--- src/rtl/spi_ram_ctrl_pkg.sv ---
// Shared definitions for the SPI-to-RAM command path.
// Contents:
//   cmd_e   - 2-bit command field of a received frame (same encoding the SPI slave uses)
//   state_e - controller FSM states
//   frame_t - 10-bit received frame {cmd, payload}
package spi_ram_ctrl_pkg;

  typedef enum logic [1:0] {
    CMD_WR_ADDR = 2'b00,
    CMD_WR_DATA = 2'b01,
    CMD_RD_ADDR = 2'b10,
    CMD_RD_DATA = 2'b11
  } cmd_e;

  typedef enum logic [1:0] {
    ST_IDLE   = 2'd0,
    ST_WRITE  = 2'd1,
    ST_RD_REQ = 2'd2,
    ST_RD_CAP = 2'd3
  } state_e;

  typedef struct packed {
    cmd_e       cmd;
    logic [7:0] payload;
  } frame_t;

endpackage

--- src/rtl/spi_ram_array.sv ---
// 8-bit single-clock RAM: one write port, one read port with a registered
// output (data appears the cycle after re). Contents are never reset.
// Ports:
//   clk           system clock
//   i_we/i_waddr/i_wdata   write port
//   i_re/i_raddr           read request
//   o_rdata                read data, valid the cycle after i_re
module spi_ram_array #(
  parameter int ADDR_W = 8,
  parameter int DEPTH  = 256
) (
  input  logic              clk,
  input  logic              i_we,
  input  logic [ADDR_W-1:0] i_waddr,
  input  logic [7:0]        i_wdata,
  input  logic              i_re,
  input  logic [ADDR_W-1:0] i_raddr,
  output logic [7:0]        o_rdata
);

  logic [7:0] r_mem [DEPTH];
  logic [7:0] r_rdata;

  always_ff @(posedge clk) begin
    if (i_we) r_mem[i_waddr] <= i_wdata;
    if (i_re) r_rdata <= r_mem[i_raddr];
  end

  assign o_rdata = r_rdata;

endmodule

--- src/rtl/spi_ram_ctrl.sv ---
// Command controller between the SPI slave and an on-chip RAM.
// Decodes 10-bit frames {cmd, payload} into address/data operations, sequences
// the RAM and hands read data back to the slave for its next frame.
// Ports:
//   clk, rst_n    clock, synchronous active-low reset
//   rx_data       received frame, [9:8]=cmd, [7:0]=payload
//   rx_valid      1-cycle strobe for rx_data
//   tx_data       read data for the slave
//   tx_valid      tx_data valid; held until the next accepted command
//   busy          FSM not in IDLE
//   err           1-cycle pulse on a rejected command
module spi_ram_ctrl
  import spi_ram_ctrl_pkg::*;
#(
  parameter int ADDR_W   = 8,
  parameter int DEPTH    = 256,
  parameter int AUTO_INC = 0
) (
  input  logic       clk,
  input  logic       rst_n,
  input  logic [9:0] rx_data,
  input  logic       rx_valid,
  output logic [7:0] tx_data,
  output logic       tx_valid,
  output logic       busy,
  output logic       err
);

  state_e            r_state;
  logic [ADDR_W-1:0] r_wr_addr;
  logic [ADDR_W-1:0] r_rd_addr;
  logic              r_wr_ok;
  logic              r_rd_ok;
  logic [7:0]        r_wdata;
  logic [7:0]        r_tx_data;
  logic              r_tx_valid;
  logic              r_busy;
  logic              r_err;

  frame_t            w_frame;
  logic [ADDR_W-1:0] w_pl_addr;
  logic              w_in_range;
  logic              w_we;
  logic              w_re;
  logic [7:0]        w_rdata;

  assign w_frame    = frame_t'(rx_data);
  assign w_pl_addr  = w_frame.payload[ADDR_W-1:0];
  // One extra bit so DEPTH == 2**ADDR_W compares correctly.
  assign w_in_range = ({1'b0, w_pl_addr} < (ADDR_W+1)'(DEPTH));
  assign w_we       = (r_state == ST_WRITE);
  assign w_re       = (r_state == ST_RD_REQ);

  function automatic logic [ADDR_W-1:0] f_inc(input logic [ADDR_W-1:0] a);
    return (a == ADDR_W'(DEPTH - 1)) ? '0 : a + ADDR_W'(1);
  endfunction

  always_ff @(posedge clk) begin
    if (!rst_n) begin
      r_state    <= ST_IDLE;
      r_wr_addr  <= '0;
      r_rd_addr  <= '0;
      r_wr_ok    <= 1'b0;
      r_rd_ok    <= 1'b0;
      r_wdata    <= '0;
      r_tx_data  <= '0;
      r_tx_valid <= 1'b0;
      r_busy     <= 1'b0;
      r_err      <= 1'b0;
    end else begin
      r_err <= 1'b0;
      unique case (r_state)
        ST_IDLE: begin
          // A rejected command leaves everything (including tx_valid) alone.
          if (rx_valid) begin
            unique case (w_frame.cmd)
              CMD_WR_ADDR: begin
                if (w_in_range) begin
                  r_wr_addr  <= w_pl_addr;
                  r_wr_ok    <= 1'b1;
                  r_tx_valid <= 1'b0;
                end else r_err <= 1'b1;
              end
              CMD_WR_DATA: begin
                if (r_wr_ok) begin
                  r_wdata    <= w_frame.payload;
                  r_state    <= ST_WRITE;
                  r_busy     <= 1'b1;
                  r_tx_valid <= 1'b0;
                end else r_err <= 1'b1;
              end
              CMD_RD_ADDR: begin
                if (w_in_range) begin
                  r_rd_addr  <= w_pl_addr;
                  r_rd_ok    <= 1'b1;
                  r_tx_valid <= 1'b0;
                end else r_err <= 1'b1;
              end
              CMD_RD_DATA: begin
                if (r_rd_ok) begin
                  r_state    <= ST_RD_REQ;
                  r_busy     <= 1'b1;
                  r_tx_valid <= 1'b0;
                end else r_err <= 1'b1;
              end
              default: r_err <= 1'b1;
            endcase
          end
        end
        ST_WRITE: begin
          r_state <= ST_IDLE;
          r_busy  <= 1'b0;
          if (AUTO_INC != 0) r_wr_addr <= f_inc(r_wr_addr);
        end
        ST_RD_REQ: begin
          r_state <= ST_RD_CAP;
        end
        ST_RD_CAP: begin
          r_state    <= ST_IDLE;
          r_busy     <= 1'b0;
          r_tx_data  <= w_rdata;
          r_tx_valid <= 1'b1;
          if (AUTO_INC != 0) r_rd_addr <= f_inc(r_rd_addr);
        end
        default: begin
          r_state <= ST_IDLE;
          r_busy  <= 1'b0;
        end
      endcase
      // Frames arriving mid-operation are dropped and flagged.
      if (rx_valid && (r_state != ST_IDLE)) r_err <= 1'b1;
    end
  end

  spi_ram_array #(
    .ADDR_W (ADDR_W),
    .DEPTH  (DEPTH)
  ) u_ram (
    .clk     (clk),
    .i_we    (w_we),
    .i_waddr (r_wr_addr),
    .i_wdata (r_wdata),
    .i_re    (w_re),
    .i_raddr (r_rd_addr),
    .o_rdata (w_rdata)
  );

  assign tx_data  = r_tx_data;
  assign tx_valid = r_tx_valid;
  assign busy     = r_busy;
  assign err      = r_err;

endmodule

--- config.mk ---
export PLATFORM = sky130hd
export DESIGN_NAME = spi_ram_ctrl
export DESIGN_NICKNAME = d
export VERILOG_FILES = /design/src/rtl/spi_ram_ctrl_pkg.sv /design/src/rtl/spi_ram_array.sv /design/src/rtl/spi_ram_ctrl.sv
export SDC_FILE = /design/constraint.sdc
export NUM_CORES = 2
export LEC_CHECK = 0
export ABC_AREA = 1
export ABC_CLOCK_PERIOD_IN_PS = 11800
export CORE_MARGIN = 4
export CORE_UTILIZATION = 55
export DETAILED_ROUTE_END_ITERATION = 7
export GPL_ROUTABILITY_DRIVEN = 0
export HOLD_SLACK_MARGIN = 0.15
export PLACE_DENSITY = 0.71
export SYNTH_ARGS = -nofsm -noshare
export SYNTH_HDL_FRONTEND = slang
export SYNTH_SLANG_ARGS = --single-unit
--- constraint.sdc ---
create_clock -name clk -period 11.8 [get_ports clk]
set_input_delay 2.36 -clock clk [delete_from_list [all_inputs] [get_ports clk]]
set_output_delay 2.36 -clock clk [all_outputs]
set_load 0.02 [all_outputs]
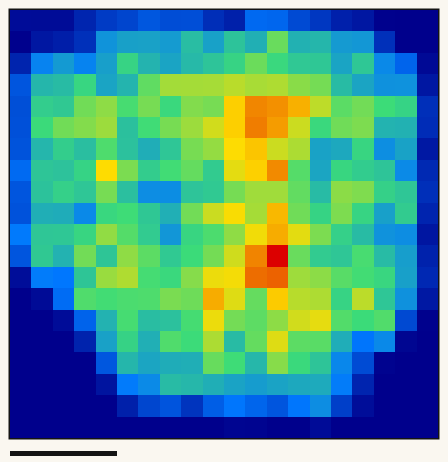
(images/metal_density.png)
Scale bar: 100 um. The die is cut into 20 by 20 equal tiles; dark blue is low, red is high, scaled to the fullest tile. Values are wire area over tile area, all layers added.
- densest ninth of the die: center
- tiles over half the peak: 32%
- nearly empty tiles: 14%

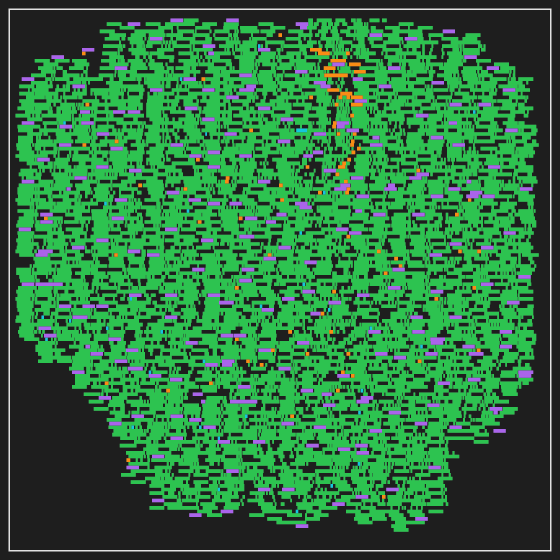
(images/sizes.png)
- _6 and larger: purple (cells 242; share 3.4%)
- _2 cells: cyan (cells 33; share 0.46%)
- _3 and _4 cells: orange (cells 90; share 1.3%)
- _0 and _1 cells: green (cells 6801; share 95%)

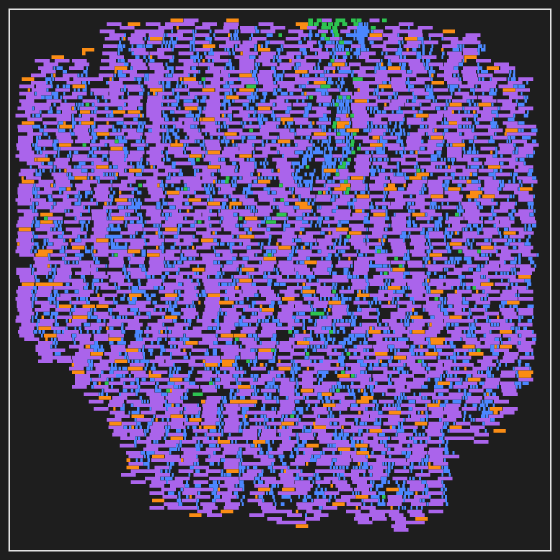
(images/placement_by_type.png)
- clock drivers and dummy loads: orange (cells 379; share of their area 7.0%)
- flops: purple (cells 2095; share of their area 70%)
- other buffers and delay cells: green (cells 103; share of their area 1.0%)
- combinational and other logic: blue (cells 4589; share of their area 22%)

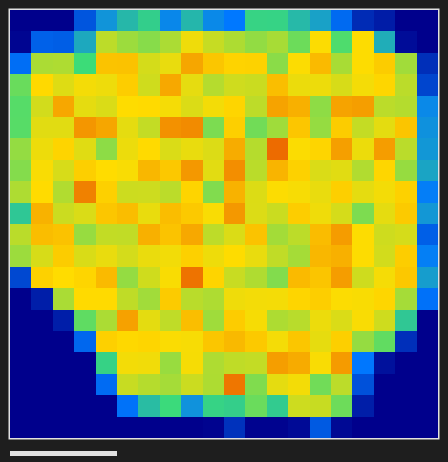
(images/cell_density.png)
Scale bar: 100 um. The die is cut into 20 by 20 equal tiles; dark blue is low, red is high, 0 to 100% covered.
- mean over tiles: 56%
- fullest tile: 88%
- emptiest ninth of the die: south-west
- tiles over 75% full: 26%
- nearly empty tiles: 13%

==> out/metrics.yaml <==
global_route:
  grt_max_degree: 214
  antenna_found_initial: 2
  track_usage_pct: 27.39
run_status:
  status: "complete, no violations"
routing:
  antenna_left: 0
  wl_um: 225200
  vias: 56189
  post_drt_via_cell_ratio: 6.109
  drc: 0
power_and_ir_drop:
  pwr-share-seq_pct: 51.2
  power.switching_mw: 4.066
  internal_power_mw: 11.95
  clkPwrFrac_pct: 38.7
  ir_worst_vdd_mv: 0.1825
  combinationalPower_mw: 1.62
worst_hold_path:
  holdPathStages: 2
  hold_end: "busy"
clock_tree:
  cts_max_level: 4
  cts_hold_buffers: 0
  cts_inserted_buffers: 204
worst_setup_path:
  crit_top_cell: "nand3_1"
  worstReg2RegEnd: "u_ram.o_rdata[5]"
  crit_chain: "buf_12 > buf_4 > buf_4 > nand3_1 > nand3_1 > nand3_1 > nand3_1 > nand3_1 > nand3_1 > nand2_1 > nand2_1 > nand2_1"
  critPathKind: "reg -> reg"
  cp_max_fo: 160
  crit_arrival_ns: 5.54
  required_ns: 12.41
  r2r-start: "r_rd_addr[1]"
  end_kind: "flop"
  critPathLaunch: "r_rd_addr[1]"
layout:
  layout_top_cell: "nand2_1"
  final_cell_area_mm2: 0.09227
final_timing:
  setup_viol: 0
  fin_setup_tns_ns: 0
  layout_setup_ws_ns: 6.874
  fin_hold_ws_ns: 0.4847
place:
  hpwl_um: 122500
  placed_cells: 8817
floorplanning:
  core.rowCount: 143
  num_io_pins: 24
synth:
  edf_count: 2056
[logic make-up (layout without fill, tap and decap cells)]
kind of cell | count (synthesis) | in the layout | synth area share [%]
AND-OR/OR-AND | 59 | 59 | 0.3687
adder cells (fa/ha/maj) | 5 | 5 | 0.07374
buffers and inverters | 540 | 533 | 3.087
flip-flops | 2095 | 2095 | 73.69
other | 0 | 2 | 0
AND/OR/NAND/NOR | 4474 | 4474 | 22.78
[worst max-delay path, delay by kind of cell, from the launching register on]
family	cells	cell delay (ns)
flip-flops	1	0.87
buffers and inverters	3	2.15
AND/OR/NAND/NOR	9	1.31
[per-layer routing]
| metal | routed length (um) | global-route usage, % | vias up |
|---|---|---|---|
| li1 | - | - | 25073 |
| met4 | 10620 | 12.15 | 4 |
| met1 | 85960 | 37.82 | 27278 |
| met2 | 104400 | 42.42 | 3284 |
| met5 | 27 | 0 | - |
| met3 | 24150 | 5.719 | 550 |
[sequential cells by signal (all words and copies together), names as in the netlist]
name           count
r_rd_ok            1
r_wr_addr          8
r_wdata            8
tx_valid           1
u_ram.r_mem     2048
err                1
tx_data            8
r_state            2
r_wr_ok            1
r_rd_addr          8
busy               1
u_ram.o_rdata      8
[cell type report]
cell class                      instances  area [um^2]
Fill cell                           11511        60350
Clock inverter                        108        863.3
Sequential cell                      2095        62570
Tap cell                             2030         2540
Timing Repair Buffer                  103        918.4
Inverter                               51        234.0
Clock buffer                          271         5439
Multi-Input combinational cell       4538        19700
Antenna cell                            2        5.005
[cells in the mapped netlist, types with 16 or more instances]
cell type	instances
a21oi_1	20
buf_1	47
buf_2	269
buf_4	35
buf_6	16
clkbuf_1	122
dfxtp_1	39
edfxtp_1	2056
inv_1	45
nand2_1	2128
nand3_1	2021
nor2_1	320
o21ai_0	34
Power is estimated from default activity; no workload was simulated.
